### Pin placement

Drawn at 4 px/um. Pins as bars across the die edge, other pins in gray.
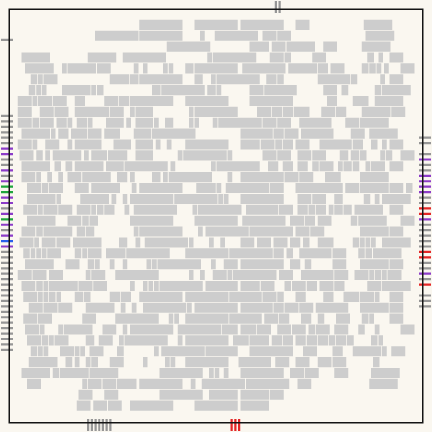
### Clock nets

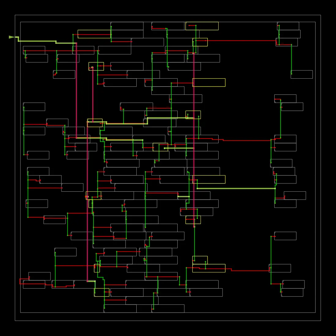
### Cell density map

Drawn at 4 px/um. 10 x 10 tiles, from black (low) to pale yellow (high), 0 to 100% covered.
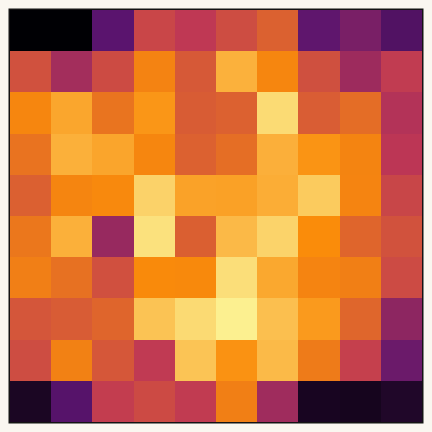
### Cell classes on the final placement

Drawn at 3 px/um.
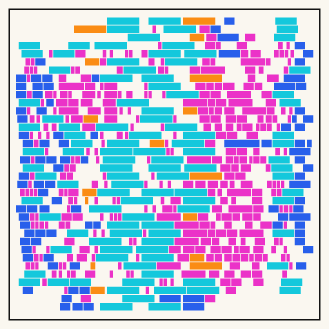
--- config.mk ---
export PLATFORM = sky130hd
export DESIGN_NAME = alu_issue_seq
export DESIGN_NICKNAME = d
export VERILOG_FILES = /design/src/rtl/alu_issue_seq.sv
export SDC_FILE = /design/constraint.sdc
export NUM_CORES = 1
export LEC_CHECK = 0
export CORE_MARGIN = 1.5
export CORE_UTILIZATION = 54
export DETAILED_ROUTE_END_ITERATION = 16
export PLACE_DENSITY = 0.81
export SYNTH_ARGS = -nofsm -noshare
export SYNTH_HDL_FRONTEND = slang
export SYNTH_SLANG_ARGS = --single-unit
--- constraint.sdc ---
create_clock -name clk -period 4 [get_ports clk]
set_input_delay 1.2 -clock clk [delete_from_list [all_inputs] [get_ports clk]]
set_output_delay 1.2 -clock clk [all_outputs]
set_load 0.1 [all_outputs]
--- src/rtl/alu_issue_seq.sv ---
// Issue stage feeding the 8-bit shifter/ALU: holds an 8x8 register file, accepts one
// instruction per three cycles, drives registered operands and writes the result back.
module alu_issue_seq #(
    parameter int NREG = 8,
    parameter int W    = 8
) (
    input  logic         clk,
    input  logic         reset,
    input  logic         instr_valid,
    input  logic [16:0]  instr,
    output logic         instr_ready,
    input  logic         wr_en,
    input  logic [2:0]   wr_addr,
    input  logic [W-1:0] wr_data,
    input  logic [2:0]   rd_addr,
    output logic [W-1:0] rd_data,
    output logic [W-1:0] inp1,
    output logic [W-1:0] inp2,
    output logic [2:0]   shiftImm,
    output logic         selShiftAmt,
    output logic [2:0]   oper,
    output logic         selOut,
    input  logic [W-1:0] alu_out,
    output logic [W-1:0] result,
    output logic         result_valid,
    output logic         zero,
    output logic         busy
);

    typedef enum logic [1:0] {IDLE, ISSUE, DONE} state_t;

    state_t       state;
    logic [W-1:0] rf [NREG];
    logic [2:0]   rd_q;
    logic         accept;

    logic [2:0] f_oper, f_rd, f_rs1, f_rs2, f_imm;
    logic       f_sel_out, f_sel_amt;

    assign f_oper    = instr[16:14];
    assign f_sel_out = instr[13];
    assign f_sel_amt = instr[12];
    assign f_rd      = instr[11:9];
    assign f_rs1     = instr[8:6];
    assign f_rs2     = instr[5:3];
    assign f_imm     = instr[2:0];

    assign accept  = instr_valid && instr_ready;
    assign rd_data = rf[rd_addr];

    // NOTE: all state below uses non-blocking assignments so every register samples
    // pre-edge values; this is what lets an instruction read rf contents before a write.
    always_ff @(posedge clk) begin
        if (reset) begin
            state        <= IDLE;
            instr_ready  <= 1'b1;
            busy         <= 1'b0;
            result_valid <= 1'b0;
            zero         <= 1'b1;
            result       <= '0;
            inp1         <= '0;
            inp2         <= '0;
            oper         <= '0;
            shiftImm     <= '0;
            selOut       <= 1'b0;
            selShiftAmt  <= 1'b0;
            rd_q         <= '0;
            // NOTE: the register file is cleared here on purpose, so it must stay in
            // flops; a RAM macro could not honour this reset.
            for (int i = 0; i < NREG; i++) begin
                rf[i] <= '0;
            end
        end else begin
            case (state)
                IDLE: begin
                    if (accept) begin
                        inp1        <= rf[f_rs1];
                        inp2        <= rf[f_rs2];
                        oper        <= f_oper;
                        selOut      <= f_sel_out;
                        selShiftAmt <= f_sel_amt;
                        shiftImm    <= f_imm;
                        rd_q        <= f_rd;
                        instr_ready <= 1'b0;
                        busy        <= 1'b1;
                        state       <= ISSUE;
                    end else if (wr_en) begin
                        rf[wr_addr] <= wr_data;
                    end
                end
                ISSUE: begin
                    result       <= alu_out;
                    rf[rd_q]     <= alu_out;
                    zero         <= (alu_out == '0);
                    result_valid <= 1'b1;
                    state        <= DONE;
                end
                DONE: begin
                    result_valid <= 1'b0;
                    instr_ready  <= 1'b1;
                    busy         <= 1'b0;
                    state        <= IDLE;
                end
                default: begin
                    state        <= IDLE;
                    instr_ready  <= 1'b1;
                    busy         <= 1'b0;
                    result_valid <= 1'b0;
                end
            endcase
        end
    end

endmodule

==> summary.txt <==
The synthesis and place-and-route flow finished, so here is a summary.

The top-area cell type share of the netlist area came out at 35.6%. Compared with the post-synthesis result, the final layout area differs by 25.1%. The standby leakage power came out at 2.53 nW. The commonest register cell is edfxtp_1. The last timing report of the flow puts the setup violation total at 0. The endpoint type of the worst setup path is a primary output.

The cell count after placement came out at 679. Data arrives at the worst endpoint at 2780 ps. The number of H-tree levels came out at 3. The number of gates given a new drive strength after cts came out at 2. The share of the cycle needed by the critical path after routing came out at 99.5%. In this run the most critical hold path is launched from oper[0]$_SDFFE_PP0P_. The number of antenna diodes in the final layout is 0.

The overflow left after global routing came out at 0. In the setup report, the worst path falls into the class input pin to primary output. The final critical-path setup slack is 20.5 ps. The clock tree skew after final layout came out at 14.9 ps.

The number of sinks handled by clock tree synthesis is 105. The fraction of layout cells with a size suffix above 1 came out at 12.8%. The chip area came out at 10600 sq um.

Synthesis handed over a netlist of 486 instances. The CTS tree is built. The number of non-filler instances in the completed layout is 696. For reference, the top cells by count after synthesis are nor2_1 (84), mux2i_1 (75), edfxtp_1 (64). The critical register-to-register path endpoint is rf[4][7]$_SDFFCE_PN0P_. The number of routed nets with antenna violations came out at 0. The final critical path time including I/O delays and setup came out at 3980 ps.

The report lists the power per cell area as 430 nW/um^2. Entering global routing, the biggest net connects 47 pins. The buffer cell driving the clock tree root is clkbuf_8.

The total count of max-transition violations in the final report came out at 0. The flip-flop and latch count after synthesis came out at 105. The final weighted congestion recorded by global placement is 0.977. The tally of unique sky130hd cells used after synthesis is 27. The hold buffer count at cts came out at 0.

The flow ran to the end, and the final reports show no timing, DRC or antenna violations. For this run, design rule violations remaining after detail routing come to 0. After detailed placement, the total cell area comes to 6440 sq um.

The required time of the critical path came out at 2800 ps. The highest achievable clock rate is 0.251 GHz. In this run the VDD rail shows a maximum IR drop of 0.000254 V. The synthesis stats list as the most numerous cell nor2_1.

Setup repair after global routing left no endpoint under its margin. The synthesis report lists the most area-consuming cells as edfxtp_1 (36%), dfxtp_1 (15%), mux2i_1 (14%). The detailed-route via count is 4272. The synthesized cell area came out at 5400 sq um. The final layout contains routed wiring with a total length of 14.4 mm. The async set-or-reset flop fraction in the synthesized netlist is 0%. The number of synthesized flops with an enable pin came out at 64. The sum of net half-perimeters after detailed placement is 10.4 mm.

Per the detail_route report, vias per standard cell equal 6.14. In the final routed layout, each cell accounts on average for 20.7 um. The worst register-to-register path begins at state[0]$_SDFFE_PP0N_.

The cell count of the worst reg-to-reg path came out at 4. The via count of the first global-routing pass was 4237. The synthesis warning total came out at 0. The summed standard-cell area reported by yosys is 5400 sq um.

Looking at the worst setup and hold paths, the clock pins of their registers show a slew of 80 ps. Looking at the hold checks, the worst path lands on oper[0]$_SDFFE_PP0P_. The number of iterations in the first detailed-routing pass is 5. Setup slack on the worst path after placement came out at -111 ps. The max capacitance violation total is 0. Of the synthesized area, sequential elements account for 50.8%. The setup TNS is 0 ps.

The number of nets in the finished design came out at 601. Per the timing report, the biggest fanout along the worst path comes to 8. edfxtp_1 takes more of the synthesized area than any other cell. The post-synthesis cell count from yosys came out at 486.

Final hold analysis gives a worst-case slack of 456 ps. The OpenROAD warning count came out at 26. The setup fix buffers added after clock tree synthesis is 0. The type recorded for the worst min-delay path is flip-flop to flip-flop. The final count of hold timing violations is 0.

The total global routing track utilization is 28.9%. The synthesized netlist net count is 529. The first global-routing pass estimated 22.4 mm of wire. The violation tally recorded at the end of detailed-routing iteration 0 is 304. In this run, CTS created clock tree buffers numbering 9.

87 I/O pins were placed. The number of antenna violations at the first check in global routing came out at 0. The clock tree buffer depth is 2. The timing report gives the worst reg2reg path a setup slack of 1330 ps. The worst hold path passes through 2 cells. The synthesized area per cell came out at 11.1 sq um. The worst slew slack as a fraction of its limit came out at 32.4%. The worst setup path is launched from an input pin.

The total power consumption of the routed design came out at 2.90 mW. The transition time of the tightest slew-check pin is 1010 ps.
About 'Pin placement':
Blue shows zero, pins 1, direction output, edge west. Red shows rd_data, pins 8, direction output, edge 5 east, 3 south. Green shows wr_addr, pins 3, direction input, edge west. Purple shows instr, pins 17, direction input, edge 10 west, 7 east.
All pins by edge: 45 west, 30 east, 10 south, 2 north.
die outline height: 103 um
Port Buf Inserts: 86
Die X-Extent: 103 um

About 'Clock nets':
insertion delay at the late pin of the worst-skew pair: 380 ps
total clock network power: 0.904 mW

About 'Cell density map':
The fullest tile reaches 97%. 2.0% of the tiles are nearly empty. The mean over all tiles is 62%. 27% of the tiles are over 75% full.
Core Region: 9730 sq um
core utilization at floorplan: 55.5%
final core area utilization: 69.4%

About 'Cell classes on the final placement':
Magenta shows combinational and other logic, cells 347. Cyan shows flops, cells 105. Orange shows clock drivers and dummy loads, cells 16. Blue shows other buffers and delay cells, cells 95.
flip-flop and latch share of the layout cell area: 40.6%
final non-filler cell area: 6750 sq um
Core Rows: 36

worst max-delay path by stage:
stage                     startpoint          to  slack (ps)
after detailed placement  rd_addr[0]  rd_data[3]        -110
after global placement    rd_addr[0]  rd_data[2]        -100
after CTS                 rd_addr[0]  rd_data[5]          30
after floorplan           rd_addr[0]  rd_data[0]          70
after global routing      rd_addr[0]  rd_data[5]          10
final                     rd_addr[0]  rd_data[5]          20
cells by family (layout without fill, tap and decap cells):
group           Yosys count  count (layout)  synth area share [%]
simple gates            171             171                  15.1
flops                   105             105                  50.8
mux                     102             102                  22.9
compound gates           73              73                  8.39
buf+inv                  35             112                  2.87
report_power, final:
| group | leakage (nW) | switching [mW] | total (mW) | internal, mW |
|---|---|---|---|---|
| Clock | 0.140 | 0.362 | 0.904 | 0.541 |
| Sequential | 0.999 | 0.0525 | 1.26 | 1.21 |
| Combinational | 1.39 | 0.491 | 0.735 | 0.244 |
| Total | 2.53 | 0.906 | 2.90 | 2.00 |
metal layers:
| layer | track usage [%] | share of wire [%] | up-vias | wire length [um] |
|---|---|---|---|---|
| li1 | - | - | 1933 | - |
| met1 | 36.4 | 39 | 2036 | 5670 |
| met2 | 49.0 | 49 | 258 | 7010 |
| met3 | 5.22 | 9.0 | 45 | 1300 |
| met4 | 12.6 | 3.1 | 0 | 454 |
| met5 | 0 | 0 | - | 0 |
critical path, cell delays in order:
cell,delay [ps]
clkdlybuf4s15_1,270
bufbuf_16,320
mux4_2,500
mux2_2,300
buf_12,170
state kept, by name (all words and copies together) (netlist names), 2 cells and up:
name      count
inp1          8
state         2
oper          3
inp2          8
result        8
shiftImm      3
rd_q          3
rf           64
final cells by class:
| cell class | count | area (sq um) |
|---|---|---|
| clock buffer | 10 | 128 |
| clock inverter | 6 | 155 |
| fill | 744 | 2980 |
| inverter | 1 | 3.75 |
| multi-input combinational | 346 | 2510 |
| sequential | 105 | 2740 |
| tap | 133 | 166 |
| timing repair buffer | 95 | 1050 |
cells in the final DEF (no fill, tap or decap):
cell              n
nor2_1           84
mux2i_1          75
clkdlybuf4s50_1  75
edfxtp_1         64
dfxtp_1          41
nand2_1          40
a21oi_1          37
a22oi_1          32
mux4_2           16
nor3_1           16
mux2_2           11
nand2b_1         10
buf_12           10
clkbuf_8          9
nand4_2           8
buf_4             6
nor2b_1           5
bufinv_16         5
o21a_1            2
and2_1            2
nor4_1            2
buf_2             2
a21boi_0          1
nor3b_4           1
inv_1             1
nor4b_4           1
or4b_2            1
nand3_1           1
o21ai_0           1
clkinv_2          1
clkbuf_1          1
bufbuf_16         1
clkdlybuf4s15_1   1
Power figures rest on the tool's default switching activity, not on a simulated workload.
